`config.mk`:
```
export PLATFORM = sky130hd
export DESIGN_NAME = mlp_event_dispatcher_flat
export DESIGN_NICKNAME = d
export VERILOG_FILES = /design/src/rtl/mlp_denoiser_pkg.sv /design/src/rtl/mlp_event_dispatcher_if.sv /design/src/rtl/mlp_evt_fifo.sv /design/src/rtl/mlp_event_dispatcher.sv /design/src/flat_wrapper.sv
export SDC_FILE = /design/constraint.sdc
export NUM_CORES = 1
export LEC_CHECK = 0
export CORE_MARGIN = 4
export CORE_UTILIZATION = 50
export CTS_BUF_LIST = sky130_fd_sc_hd__clkbuf_8
export DETAILED_ROUTE_END_ITERATION = 7
export PLACE_DENSITY = 0.69
export SLEW_MARGIN = 10
export SYNTH_ARGS = -nofsm -noshare
export SYNTH_HDL_FRONTEND = slang
export SYNTH_SLANG_ARGS = --single-unit
export TNS_END_PERCENT = 50
```
`constraint.sdc`:
```
create_clock -name clk -period 6.29 [get_ports clk]
set_input_delay 1.258 -clock clk [delete_from_list [all_inputs] [get_ports clk]]
set_output_delay 1.258 -clock clk [all_outputs]
set_load 0.01 [all_outputs]
```
`src/rtl/mlp_denoiser_pkg.sv`:
```
// Shared types and constants for the MLP denoiser front end: CAVIAR event
// layout, default sensor geometry and the dispatcher state encoding.
package mlp_denoiser_pkg;

  localparam int CAVIAR_X_Y_BITS = 9;
  localparam int TIMESTAMP_BITS  = 16;
  localparam int CAVIAR_EVT_BITS = 2 * CAVIAR_X_Y_BITS + 1;
  localparam int DVS_WIDTH_DEF   = 346;
  localparam int DVS_HEIGHT_DEF  = 260;

  typedef struct packed {
    logic [CAVIAR_X_Y_BITS-1:0] x;
    logic [CAVIAR_X_Y_BITS-1:0] y;
    logic                       pol;
  } caviar_evt_t;

  typedef enum logic [1:0] {
    DISP_IDLE  = 2'd0,
    DISP_ISSUE = 2'd1,
    DISP_BUSY  = 2'd2
  } disp_state_t;

endpackage

```
`src/rtl/mlp_event_dispatcher_if.sv`:
```
// Event stream and builder handshake bundle for mlp_event_dispatcher.
// slave = dispatcher side, master = producer/builder side.
interface mlp_event_dispatcher_if #(
  parameter int XY_BITS = 9,
  parameter int TS_BITS = 16
);
  logic [2*XY_BITS:0] evt_in;
  logic [TS_BITS-1:0] evt_ts;
  logic               evt_vld;
  logic               evt_rdy;
  logic [2*XY_BITS:0] cavier_out;
  logic               cavier_out_vld;
  logic [TS_BITS-1:0] ts_out;
  logic               ts_out_vld;
  logic               builder_done;

  modport slave (
    input  evt_in, evt_ts, evt_vld, builder_done,
    output evt_rdy, cavier_out, cavier_out_vld, ts_out, ts_out_vld
  );

  modport master (
    output evt_in, evt_ts, evt_vld, builder_done,
    input  evt_rdy, cavier_out, cavier_out_vld, ts_out, ts_out_vld
  );
endinterface

```
`src/rtl/mlp_evt_fifo.sv`:
```
// Synchronous show-ahead FIFO for dispatcher events; head is valid while
// not empty. DEPTH must be a power of two >= 2.
module mlp_evt_fifo #(
  parameter int WIDTH = 35,
  parameter int DEPTH = 8
) (
  input  logic                     clk,
  input  logic                     rst,
  input  logic                     push,
  input  logic                     pop,
  input  logic [WIDTH-1:0]         din,
  output logic [WIDTH-1:0]         head,
  output logic                     full,
  output logic                     empty,
  output logic [$clog2(DEPTH):0]   count
);
  localparam int AW = $clog2(DEPTH);

  logic [WIDTH-1:0] mem_q [DEPTH];
  logic [AW-1:0]    wr_ptr_q, wr_ptr_d;
  logic [AW-1:0]    rd_ptr_q, rd_ptr_d;
  logic [AW:0]      cnt_q, cnt_d;
  logic             do_push, do_pop;

  always_comb begin
    full     = (cnt_q == (AW+1)'(DEPTH));
    empty    = (cnt_q == '0);
    do_push  = push && !full;
    do_pop   = pop && !empty;
    wr_ptr_d = wr_ptr_q + AW'(do_push);
    rd_ptr_d = rd_ptr_q + AW'(do_pop);
    cnt_d    = cnt_q + (AW+1)'(do_push) - (AW+1)'(do_pop);
  end

  always_ff @(posedge clk) begin
    if (rst) begin
      wr_ptr_q <= '0;
      rd_ptr_q <= '0;
      cnt_q    <= '0;
    end else begin
      wr_ptr_q <= wr_ptr_d;
      rd_ptr_q <= rd_ptr_d;
      cnt_q    <= cnt_d;
    end
  end

  always_ff @(posedge clk) begin
    if (do_push) mem_q[wr_ptr_q] <= din;
  end

  assign head  = mem_q[rd_ptr_q];
  assign count = cnt_q;

endmodule

```
`src/rtl/mlp_event_dispatcher.sv`:
```
// Buffers in-range CAVIAR events and issues them one at a time to the MLP
// activation builder. Optional builder watchdog: MLP_DISPATCH_TIMEOUT_EN.
module mlp_event_dispatcher
  import mlp_denoiser_pkg::*;
#(
  parameter int DVS_WIDTH       = DVS_WIDTH_DEF,
  parameter int DVS_HEIGHT      = DVS_HEIGHT_DEF,
  parameter int CAVIAR_X_Y_BITS = mlp_denoiser_pkg::CAVIAR_X_Y_BITS,
  parameter int TIMESTAMP_BITS  = mlp_denoiser_pkg::TIMESTAMP_BITS,
  parameter int FIFO_DEPTH      = 8,
  parameter int TIMEOUT_CYCLES  = 64
) (
  input  logic                    clk,
  input  logic                    rst,
  input  logic                    enable,
  mlp_event_dispatcher_if.slave   bus,
  output logic                    busy,
  output logic [15:0]             bad_cnt,
  output logic [15:0]             proc_cnt,
  output logic                    timeout_err
);
  localparam int B  = CAVIAR_X_Y_BITS;
  localparam int EW = 2 * B + 1;
  localparam int FW = EW + TIMESTAMP_BITS;

  disp_state_t state_q, state_d;
  logic [15:0] bad_cnt_q, bad_cnt_d;
  logic [15:0] proc_cnt_q, proc_cnt_d;

  logic [B-1:0] in_x, in_y;
  logic         in_range, xfer, push, pop, done_ok, tmo_hit;
  logic [FW-1:0] fifo_head;
  logic          fifo_full, fifo_empty;
  logic [$clog2(FIFO_DEPTH):0] fifo_count;
  logic          fifo_count_unused;

  assign in_x     = bus.evt_in[2*B:B+1];
  assign in_y     = bus.evt_in[B:1];
  assign in_range = (int'(in_x) < DVS_WIDTH) && (int'(in_y) < DVS_HEIGHT);
  assign xfer     = bus.evt_vld && bus.evt_rdy;
  assign push     = xfer && in_range;

  mlp_evt_fifo #(
    .WIDTH (FW),
    .DEPTH (FIFO_DEPTH)
  ) u_fifo (
    .clk   (clk),
    .rst   (rst),
    .push  (push),
    .pop   (pop),
    .din   ({bus.evt_in, bus.evt_ts}),
    .head  (fifo_head),
    .full  (fifo_full),
    .empty (fifo_empty),
    .count (fifo_count)
  );

  assign fifo_count_unused = ^fifo_count;
  assign bus.evt_rdy       = !fifo_full;

`ifdef MLP_DISPATCH_TIMEOUT_EN
  localparam int WD_W = $clog2(TIMEOUT_CYCLES + 1);
  logic [WD_W-1:0] wd_cnt_q, wd_cnt_d;
  logic            timeout_err_q;

  // Counter is zero on the first BUSY cycle, so the limit is hit after
  // exactly TIMEOUT_CYCLES cycles spent waiting.
  assign wd_cnt_d = (state_q == DISP_BUSY) ? wd_cnt_q + WD_W'(1) : '0;
  assign tmo_hit  = (state_q == DISP_BUSY) && !bus.builder_done &&
                    (wd_cnt_q == WD_W'(TIMEOUT_CYCLES - 1));

  always_ff @(posedge clk) begin
    if (rst) begin
      wd_cnt_q      <= '0;
      timeout_err_q <= 1'b0;
    end else begin
      wd_cnt_q      <= wd_cnt_d;
      timeout_err_q <= tmo_hit;
    end
  end

  assign timeout_err = timeout_err_q;
`else
  logic [31:0] timeout_cycles_unused;
  assign timeout_cycles_unused = TIMEOUT_CYCLES;
  assign tmo_hit     = 1'b0;
  assign timeout_err = 1'b0;
`endif

  always_comb begin
    state_d            = state_q;
    pop                = 1'b0;
    done_ok            = 1'b0;
    bus.cavier_out_vld = 1'b0;
    bus.ts_out_vld     = 1'b0;
    bus.cavier_out     = '0;
    bus.ts_out         = '0;
    unique case (state_q)
      DISP_IDLE: begin
        if (!fifo_empty && enable) state_d = DISP_ISSUE;
      end
      DISP_ISSUE: begin
        pop                = 1'b1;
        bus.cavier_out_vld = 1'b1;
        bus.ts_out_vld     = 1'b1;
        bus.cavier_out     = fifo_head[FW-1:TIMESTAMP_BITS];
        bus.ts_out         = fifo_head[TIMESTAMP_BITS-1:0];
        state_d            = DISP_BUSY;
      end
      DISP_BUSY: begin
        if (bus.builder_done) begin
          done_ok = 1'b1;
          state_d = DISP_IDLE;
        end else if (tmo_hit) begin
          state_d = DISP_IDLE;
        end
      end
      default: state_d = DISP_IDLE;
    endcase
  end

  always_comb begin
    bad_cnt_d  = bad_cnt_q;
    if (xfer && !in_range && (bad_cnt_q != '1)) bad_cnt_d = bad_cnt_q + 16'd1;
    proc_cnt_d = proc_cnt_q + 16'(done_ok);
  end

  always_ff @(posedge clk) begin
    if (rst) begin
      state_q    <= DISP_IDLE;
      bad_cnt_q  <= '0;
      proc_cnt_q <= '0;
    end else begin
      state_q    <= state_d;
      bad_cnt_q  <= bad_cnt_d;
      proc_cnt_q <= proc_cnt_d;
    end
  end

  assign busy     = (state_q != DISP_IDLE);
  assign bad_cnt  = bad_cnt_q;
  assign proc_cnt = proc_cnt_q;

endmodule

```
`src/flat_wrapper.sv`:
```
// flat-port wrapper written by rule: the top's interface ports become plain ports
module mlp_event_dispatcher_flat import mlp_denoiser_pkg::*;
#(
  parameter int DVS_WIDTH       = DVS_WIDTH_DEF,
  parameter int DVS_HEIGHT      = DVS_HEIGHT_DEF,
  parameter int CAVIAR_X_Y_BITS = mlp_denoiser_pkg::CAVIAR_X_Y_BITS,
  parameter int TIMESTAMP_BITS  = mlp_denoiser_pkg::TIMESTAMP_BITS,
  parameter int FIFO_DEPTH      = 8,
  parameter int TIMEOUT_CYCLES  = 64
)
  (clk, rst, enable, busy, bad_cnt, proc_cnt, timeout_err, bus_evt_in, bus_evt_ts, bus_evt_vld, bus_builder_done, bus_evt_rdy, bus_cavier_out, bus_cavier_out_vld, bus_ts_out, bus_ts_out_vld);
  mlp_event_dispatcher_if #(.XY_BITS(9), .TS_BITS(16)) bus_i ();
  input  logic clk;
  input  logic rst;
  input  logic enable;
  output logic busy;
  output logic [15:0] bad_cnt;
  output logic [15:0] proc_cnt;
  output logic timeout_err;
  input wire logic [$bits(bus_i.evt_in)-1:0] bus_evt_in;
  input wire logic [$bits(bus_i.evt_ts)-1:0] bus_evt_ts;
  input wire logic [$bits(bus_i.evt_vld)-1:0] bus_evt_vld;
  input wire logic [$bits(bus_i.builder_done)-1:0] bus_builder_done;
  output wire logic [$bits(bus_i.evt_rdy)-1:0] bus_evt_rdy;
  output wire logic [$bits(bus_i.cavier_out)-1:0] bus_cavier_out;
  output wire logic [$bits(bus_i.cavier_out_vld)-1:0] bus_cavier_out_vld;
  output wire logic [$bits(bus_i.ts_out)-1:0] bus_ts_out;
  output wire logic [$bits(bus_i.ts_out_vld)-1:0] bus_ts_out_vld;
  assign bus_i.evt_in = bus_evt_in;
  assign bus_i.evt_ts = bus_evt_ts;
  assign bus_i.evt_vld = bus_evt_vld;
  assign bus_i.builder_done = bus_builder_done;
  assign bus_evt_rdy = bus_i.evt_rdy;
  assign bus_cavier_out = bus_i.cavier_out;
  assign bus_cavier_out_vld = bus_i.cavier_out_vld;
  assign bus_ts_out = bus_i.ts_out;
  assign bus_ts_out_vld = bus_i.ts_out_vld;
  mlp_event_dispatcher #(.DVS_WIDTH(DVS_WIDTH), .DVS_HEIGHT(DVS_HEIGHT), .CAVIAR_X_Y_BITS(CAVIAR_X_Y_BITS), .TIMESTAMP_BITS(TIMESTAMP_BITS), .FIFO_DEPTH(FIFO_DEPTH), .TIMEOUT_CYCLES(TIMEOUT_CYCLES)) u_core (.clk(clk), .rst(rst), .enable(enable), .bus(bus_i), .busy(busy), .bad_cnt(bad_cnt), .proc_cnt(proc_cnt), .timeout_err(timeout_err));
endmodule
```
==> results.json <==
{
  "setup_ws_ns": 1.79,
  "period_needed_ns": 4.50,
  "rsz0062_at_grt": "no",
  "min_period_over_period_pct": 71.6,
  "max_freq_mhz": 222,
  "rows": 58,
  "design_area_sq_um": 15300,
  "pin_count": 112,
  "status": "finished clean",
  "setup_viol": 0,
  "die-area_sq_um": 28200,
  "first_iter_violations": 372,
  "grt_max_degree": 72,
  "top_logic_kind": "multiplexers",
  "p_int_mw": 3.49,
  "syn_nets": 750,
  "ys_sh_adder_pct": 1.43,
  "clkPwrFrac_pct": 36.7,
  "final_max_slew_viol_count": 0,
  "syn_area_sq_um": 12800,
  "cp-start-kind": "register",
  "critical_path.cell_chain": "buf_4 -> mux4_2 -> mux2i_1 -> nor2_1 -> clkdlybuf4s50_1",
  "grt-ovfl-total": 0,
  "swShare_pct": 22.6,
  "cts_inserted_buffers": 50,
  "final_cells": 1203,
  "cts_tree": "done",
  "async_flop_share_pct": 0,
  "p_sw_mw": 1.02,
  "cp-startpoint": "u_core.u_fifo.rd_ptr_q[0]",
  "finClkSkew_ns": 0.0186,
  "area_leaders": "edfxtp_1 66%, mux4_2 12%, dfxtp_1 6.9%",
  "grt_pass1_wl_microns": 40800,
  "drive_above_1_share_pct": 19.6,
  "p_leak_nw": 4.78,
  "ys_seq_share_pct": 72.6,
  "dr.pass1.iters": 4,
  "synthMuxAreaShare_pct": 15.4,
  "ys_sh_simple_pct": 5.77
}
==> worst reg2reg max path, stage by stage (launching register included) <==
cell and delay, ns:
dfxtp_1 0.31, inv_1 0.06, ha_1 0.19, or3b_2 0.21, nand2_1 0.11, nor3_1 0.47
nand2b_1 0.33, nor2_4 0.75, buf_4 0.35
==> registers in the layout (all words and copies together), names as in the netlist <==
register                flops
u_core.bad_cnt             16
u_core.u_fifo.mem_q       280
u_core.proc_cnt            16
u_core.u_fifo.count         4
u_core.u_fifo.wr_ptr_q      3
u_core.u_fifo.rd_ptr_q      3
u_core.state_q              2
==> final cells by class <==
type,instances,area (sq um)
repair buffers,125,1210
inverters,12,45.0
flip-flops and latches,324,9300
clock buffers,55,757
fillers,1834,9930
well taps,330,413
multi-input cells,324,3330
clock inverters,33,194
==> power groups by stage <==
stage	registers, mW	clock network (mW)	logic, mW
floorplan	2.43	0	0.282
finish	2.40	1.66	0.449
CTS	2.40	1.71	0.459
detailed placement	2.45	0	0.457
global placement	2.44	0	0.443
global route	2.41	1.81	0.495
==> layout by cell type, fill, tap and decap left out, types with 10 or more instances in the layout <==
| cell type | instances |
|---|---|
| nor2_1 | 62 |
| inv_1 | 23 |
| nor2b_1 | 10 |
| dfxtp_1 | 41 |
| clkdlybuf4s50_1 | 110 |
| ha_1 | 13 |
| nand2_1 | 12 |
| mux4_2 | 70 |
| a21oi_1 | 18 |
| buf_4 | 15 |
| clkinv_1 | 13 |
| clkbuf_8 | 55 |
| edfxtp_1 | 280 |
| mux2i_1 | 35 |
==> routing by layer <==
layer  part of all wire [%]  track usage (%)  vias to the layer above  wire length [microns]
met5                  0.051                0                        -                     13
met4                    1.3             4.23                        2                    325
met2                     50             30.4                      178                  12800
met1                     42             25.2                     3435                  10800
li1                       -                -                     3037                      -
met3                    6.0             4.18                       33                   1510
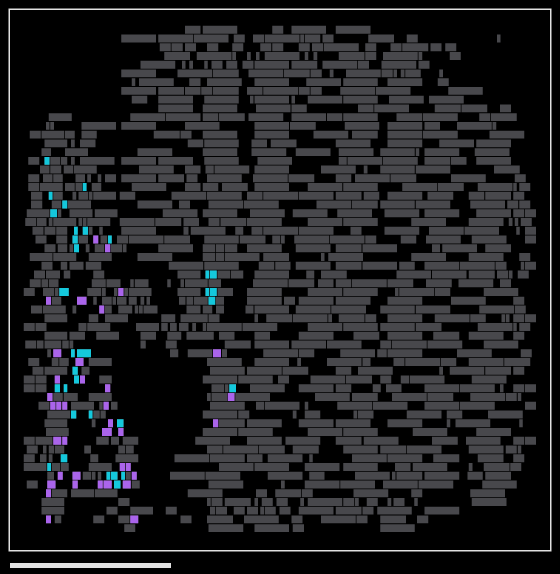
(gate families picked out)
Scale bar: 50 microns.
Key: purple = inverting AOI/OAI gates [cells 37]; cyan = NAND gates [cells 32]
most common logic cell in the routed design: edfxtp_1
Comb/total area: 21.8%

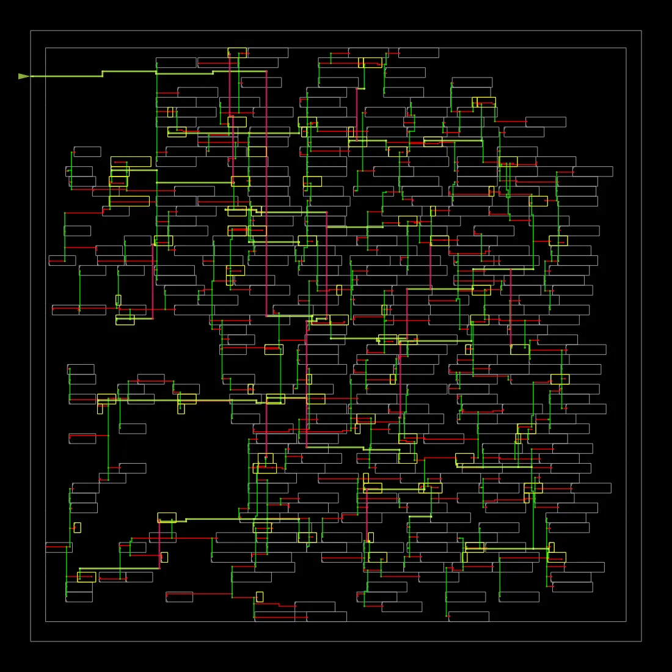
(clock routing)
Clock Power: 1.66 mW
Clock Latency Late Sink: 0.56 ns

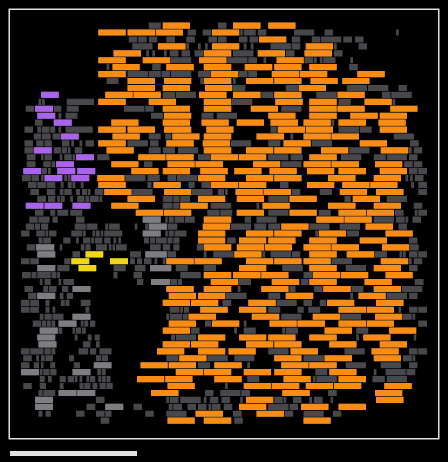
(where the registers sit)
Scale bar: 50 microns. Other sequential cells in the stronger gray, the rest of the logic in the fainter gray.
Key: orange = `u_core.u_fifo.mem_q` [sequential cells 280]; yellow = `u_core.u_fifo.count` [sequential cells 4, where left middle]; purple = `u_core.proc_cnt` [sequential cells 16]
P_seq: 2.40 mW
fraction of area in registers: 61.0%

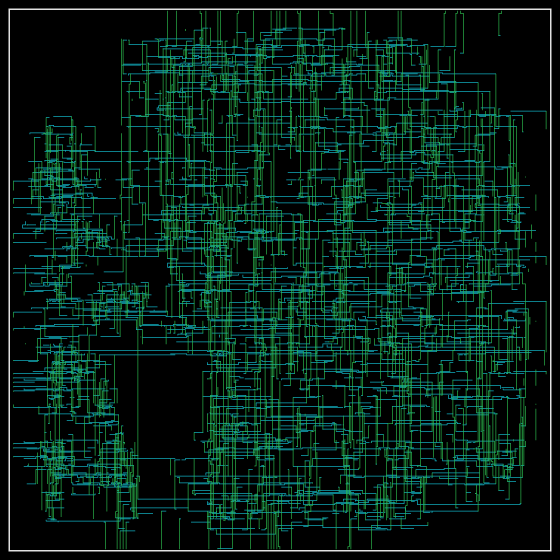
(signal wires by layer)
Two of the layers only.
Key: green = met2 [wire length 12800 microns]; cyan = met1 [wire length 10800 microns]
Wirelength per Cell: 21.1 microns
gr usage total: 18.3%
Routed Wire Length: 25400 microns
Vias: 6685

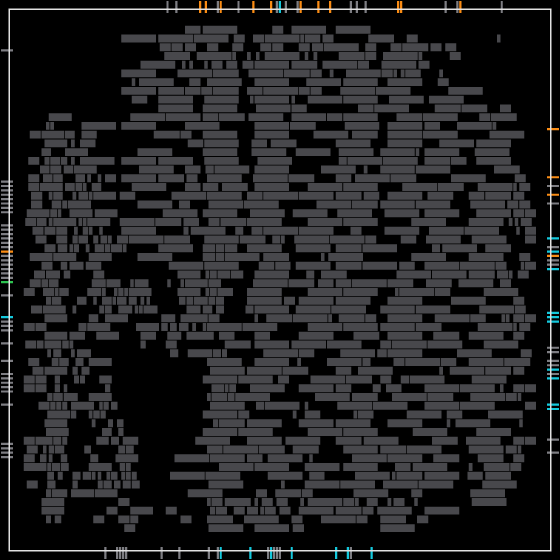
(pin map)
Pins as bars across the die edge, other pins in gray.
Key: orange = `bus_ts_out` [pins 16, direction output, edge 11 top, 4 right, 1 left]; green = `busy` [pins 1, direction output, edge left]; cyan = `bus_cavier_out` [pins 19, direction output, edge 10 right, 7 bottom, 1 left, 1 top]
All pins by edge: 40 left, 26 right, 25 top, 21 bottom.
Port-buffer cells: 110
die width: 168 microns
die span in y: 168 microns

No activity file was given, so power comes from the tool's default toggle rates.
